===== src/rtl/display_scanner.sv =====
`timescale 1ns / 1ps
// display_scanner: time-multiplexed driver for a six-digit 7-segment clock display.
// A prescaler steps a digit index once every SCAN_DIV cycles. The selected BCD nibble goes
// out to a shared external decoder, and the decoded segments come back in. They are
// registered together with the anode select, so seg_out and digit_sel always change
// together. A second counter makes a blink phase for set mode, and the hours-tens digit
// can be blanked when it holds a leading zero.
//
// Ports:
//   clk        - single clock, rising edge
//   reset      - synchronous, active-high
//   enable     - 1 = scan and drive; 0 = dark display with frozen counters
//   digits_in  - six BCD nibbles, [3:0] = seconds units ... [23:20] = hours tens
//   blink_mask - bit i = 1 makes digit i blink
//   lz_en      - blank the hours-tens digit when it is 0
//   bcd_out    - nibble for the current slot (combinational from the registered index)
//   seg_in     - decoder result for bcd_out, active-low
//   seg_out    - registered segment drive, active-low, all ones = blank
//   digit_sel  - registered anode select, active-low, at most one bit low
module display_scanner #(
  parameter int unsigned SCAN_DIV  = 50000,
  parameter int unsigned BLINK_DIV = 12500000
) (
  input  logic        clk,
  input  logic        reset,
  input  logic        enable,
  input  logic [23:0] digits_in,
  input  logic [5:0]  blink_mask,
  input  logic        lz_en,
  output logic [3:0]  bcd_out,
  input  logic [6:0]  seg_in,
  output logic [6:0]  seg_out,
  output logic [5:0]  digit_sel
);

  localparam int unsigned PcntW = $clog2(SCAN_DIV);
  localparam int unsigned BcntW = $clog2(BLINK_DIV);
  localparam logic [PcntW-1:0] PcntMax = PcntW'(SCAN_DIV - 1);
  localparam logic [BcntW-1:0] BcntMax = BcntW'(BLINK_DIV - 1);
  localparam logic [6:0] SegBlank = 7'b1111111;
  localparam logic [5:0] SelNone  = 6'b111111;

  logic [PcntW-1:0] pcnt_q, pcnt_d;
  logic [BcntW-1:0] bcnt_q, bcnt_d;
  logic [2:0]       idx_q, idx_d;
  logic             phase_q, phase_d;
  logic [6:0]       seg_q, seg_d;
  logic [5:0]       sel_q, sel_d;

  logic       slot_tick, blink_tc, blank;
  logic [5:0] sel_cur;
  logic       mask_bit;

  // State register
  always_ff @(posedge clk) begin
    if (reset) begin
      pcnt_q  <= '0;
      bcnt_q  <= '0;
      idx_q   <= 3'd0;
      phase_q <= 1'b0;
      seg_q   <= SegBlank;
      sel_q   <= SelNone;
    end else begin
      pcnt_q  <= pcnt_d;
      bcnt_q  <= bcnt_d;
      idx_q   <= idx_d;
      phase_q <= phase_d;
      seg_q   <= seg_d;
      sel_q   <= sel_d;
    end
  end

  // Slot decode from the registered index; indices 6 and 7 cannot occur
  always_comb begin
    bcd_out  = 4'h0;
    sel_cur  = SelNone;
    mask_bit = 1'b0;
    unique case (idx_q)
      3'd0: begin bcd_out = digits_in[3:0];   sel_cur = 6'b111110; mask_bit = blink_mask[0]; end
      3'd1: begin bcd_out = digits_in[7:4];   sel_cur = 6'b111101; mask_bit = blink_mask[1]; end
      3'd2: begin bcd_out = digits_in[11:8];  sel_cur = 6'b111011; mask_bit = blink_mask[2]; end
      3'd3: begin bcd_out = digits_in[15:12]; sel_cur = 6'b110111; mask_bit = blink_mask[3]; end
      3'd4: begin bcd_out = digits_in[19:16]; sel_cur = 6'b101111; mask_bit = blink_mask[4]; end
      3'd5: begin bcd_out = digits_in[23:20]; sel_cur = 6'b011111; mask_bit = blink_mask[5]; end
      default: begin bcd_out = 4'h0; sel_cur = SelNone; mask_bit = 1'b0; end
    endcase
  end

  // Blanking uses the current phase, so a phase flip coinciding with a slot tick
  // only affects the new slot from the cycle after the flip.
  always_comb begin
    blank = (mask_bit & phase_q) | (lz_en & (idx_q == 3'd5) & (digits_in[23:20] == 4'h0));
  end

  // Next-state logic
  always_comb begin
    slot_tick = (pcnt_q == PcntMax);
    blink_tc  = (bcnt_q == BcntMax);
    pcnt_d    = pcnt_q;
    bcnt_d    = bcnt_q;
    idx_d     = idx_q;
    phase_d   = phase_q;
    seg_d     = SegBlank;
    sel_d     = SelNone;
    if (enable) begin
      pcnt_d = slot_tick ? '0 : pcnt_q + 1'b1;
      if (slot_tick) begin
        idx_d = (idx_q == 3'd5) ? 3'd0 : idx_q + 3'd1;
      end
      bcnt_d = blink_tc ? '0 : bcnt_q + 1'b1;
      if (blink_tc) begin
        phase_d = ~phase_q;
      end
      seg_d = blank ? SegBlank : seg_in;
      sel_d = sel_cur;
    end
  end

  // Outputs
  always_comb begin
    seg_out   = seg_q;
    digit_sel = sel_q;
  end

endmodule

===== config.mk =====
export PLATFORM = sky130hd
export DESIGN_NAME = display_scanner
export DESIGN_NICKNAME = d
export VERILOG_FILES = /design/src/rtl/display_scanner.sv
export SDC_FILE = /design/constraint.sdc
export NUM_CORES = 1
export LEC_CHECK = 0
export CAP_MARGIN = 20
export CORE_MARGIN = 1.5
export CORE_UTILIZATION = 36
export CTS_CLUSTER_DIAMETER = 30
export DETAILED_ROUTE_END_ITERATION = 16
export GPL_TIMING_DRIVEN = 0
export PLACE_DENSITY = 0.6
export SLEW_MARGIN = 20
export SYNTH_ARGS = -nofsm -noshare
export SYNTH_HDL_FRONTEND = slang
export SYNTH_SLANG_ARGS = --single-unit

===== constraint.sdc =====
create_clock -name clk -period 2 [get_ports clk]
set_input_delay 0.5 -clock clk [delete_from_list [all_inputs] [get_ports clk]]
set_output_delay 0.5 -clock clk [all_outputs]
set_load 0.01 [all_outputs]

==> images/pins.png <==
Scale: 4 px per um. Pins as bars across the die edge, other pins in gray.
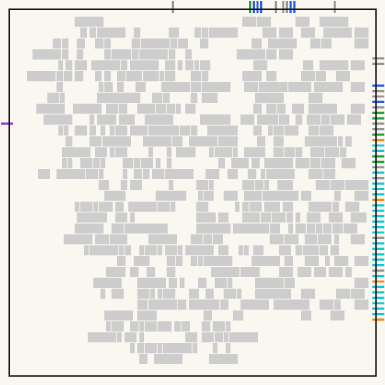
[enable] purple | pins: 1 | direction: input | edge: left
[seg_in] blue | pins: 7 | direction: input | edge: 5 top, 2 right
[bcd_out] orange | pins: 4 | direction: output | edge: right
[blink_mask] green | pins: 6 | direction: input | edge: 5 right, 1 top
[digits_in] cyan | pins: 24 | direction: input | edge: right
Die Y-Extent: 91.3 um
IO buf count: 56
Die X: 91.3 um

==> images/metal_stack.png <==
Scale: 3 px per um.
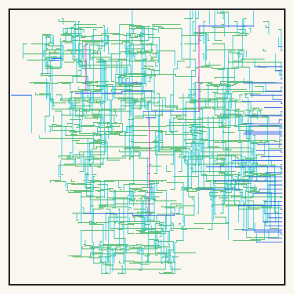
[met4] magenta | wire length: 77.5 um
[met2] cyan | wire length: 3160 um
[met1] green | wire length: 3380 um
[met3] blue | wire length: 466 um
DR vias: 2596
overall routing resource usage: 0.175
routed len/inst: 14.0 um
drt total wl: 7.08 mm

==> images/cell_classes.png <==
Scale: 3 px per um.
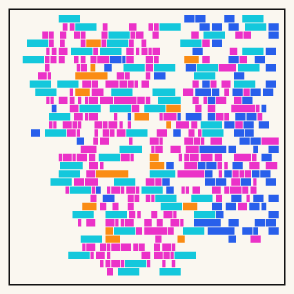
[flops] cyan | cells: 57 | share of their area: 30%
[other buffers and delay cells] blue | cells: 86 | share of their area: 21%
[all other logic] magenta | cells: 244 | share of their area: 43%
[clock drivers and dummy loads] orange | cells: 16 | share of their area: 5.6%
Cell Rows: 32
utilization after layout: 0.521
CORE AREA: 7650 um2

==> impl_metrics.yaml <==
# generated from flow reports
yosys:
  syn_nets: 364
  synthesis.area_um2: 2810
  ys_sh_adder: 0.0312
  mux_share: 0.0263
  postSynth.asyncResetShare: 0
  postSynthSeqShare: 0.406
worst_setup_path:
  rr_worst_depth: 8
  crit_family: "buffers and inverters"
  rrSetupSlack_ns: 0.12
  cp-end-kind: "output pin"
  crit_fanout: 4
  worst-setup-path-type: "flip-flop to output pin"
  cpMaxStageDelayCell: "dfxtp_2"
  cp.depth: 7
finish:
  stdcell_count: 505
  layout-drive-gt1-share: 0.186
  buffers_excl_clock: 86
  comb-cell-share: 0.408
  fill_cells: 712
  comb_area_um2: 1630
  largest_register_ff_count: 24
cts:
  cts_inserted_buffers: 9
  h-tree-depth: 3
  insertion_delay_ns: 0.34
  clk_path_buf_depth: 2
  clock-sinks: 57
  clockRootBuffer: "clkbuf_8"
job:
  cap_violations: 0
global_routing:
  use_met2: 0.270
  grt-busiest-layer: "met2"
  grtUsageMet1: 0.232
  grt_start_max_net_pins: 12
pwr:
  power_leakage_nw: 1.42
  netSwitchingFraction: 0.222
final_timing:
  setup_violations: 4
  drv_slew: 0
  finalWorstSetupSlack_ns: -0.272
route:
  drc: 0
  drt_iter0_markers: 95
  m1WireLength_mm: 3.38
  routed-wl-met3_um: 466
  wl_met2_mm: 3.16
floorplanning:
  fp_util: 0.367
  chipArea_um2: 8340
outcome:
  violations: "negative setup slack"
  outcome: "complete, but fails checks"
min_path:
  holdPathStages: 2
## power by group through the flow
stage	sequential, mW	clock [mW]	combinational (mW)
6_report	1.16	1.18	0.175
5_1_grt	1.16	1.27	0.191
4_1_cts	1.16	1.21	0.174
3_5_place_dp	1.19	0	0.176
3_3_place_gp	1.18	0	0.173
2_1_floorplan	1.19	0	0.0584
## synthesized netlist by cell type, types with 2 or more instances
cell type	number	area (um2)
a21oi_1	18	90.1
a32oi_1	3	26.3
and2_1	2	12.5
and3_1	5	31.3
and3b_1	2	17.5
and4_1	3	26.3
buf_6	3	33.8
clkbuf_1	10	37.5
dfxtp_1	57	1140
ha_1	7	87.6
inv_1	9	33.8
mux2i_1	4	40.0
nand2_1	20	75.1
nand2b_1	4	25.0
nand3_1	8	40.0
nand3b_1	10	75.1
nand4_1	14	87.6
nor2_1	36	135
nor2b_1	2	12.5
nor3_1	7	35.0
nor3b_1	2	15.0
nor4_1	7	43.8
nor4b_1	2	17.5
o21ai_0	8	40.0
o31ai_1	8	60.1
or3_1	7	43.8
or4_1	7	52.6
or4_4	2	22.5
xnor2_1	17	149
xor2_1	10	87.6
## worst register-to-register path, cell delays in order, from the launching register on
cell,delay [ns]
dfxtp_2,0.33
buf_8,0.12
clkbuf_16,0.13
and2_4,0.14
ha_4,0.16
buf_4,0.14
a22o_1,0.20
o21ai_1,0.41
nand3b_1,0.13
## placed cells by master, fill, tap and decap left out, types with 8 or more instances in the layout
cell type	instances
nand3b_1	10
xnor2_1	17
dfxtp_1	52
buf_4	16
nand4_1	14
clkbuf_8	9
o21ai_0	8
nor2_1	34
clkdlybuf4s50_1	50
nand2_1	20
xor2_1	10
a21oi_1	18
inv_1	8
nand3_1	8
No activity file was given, so power comes from the tool's default toggle rates.
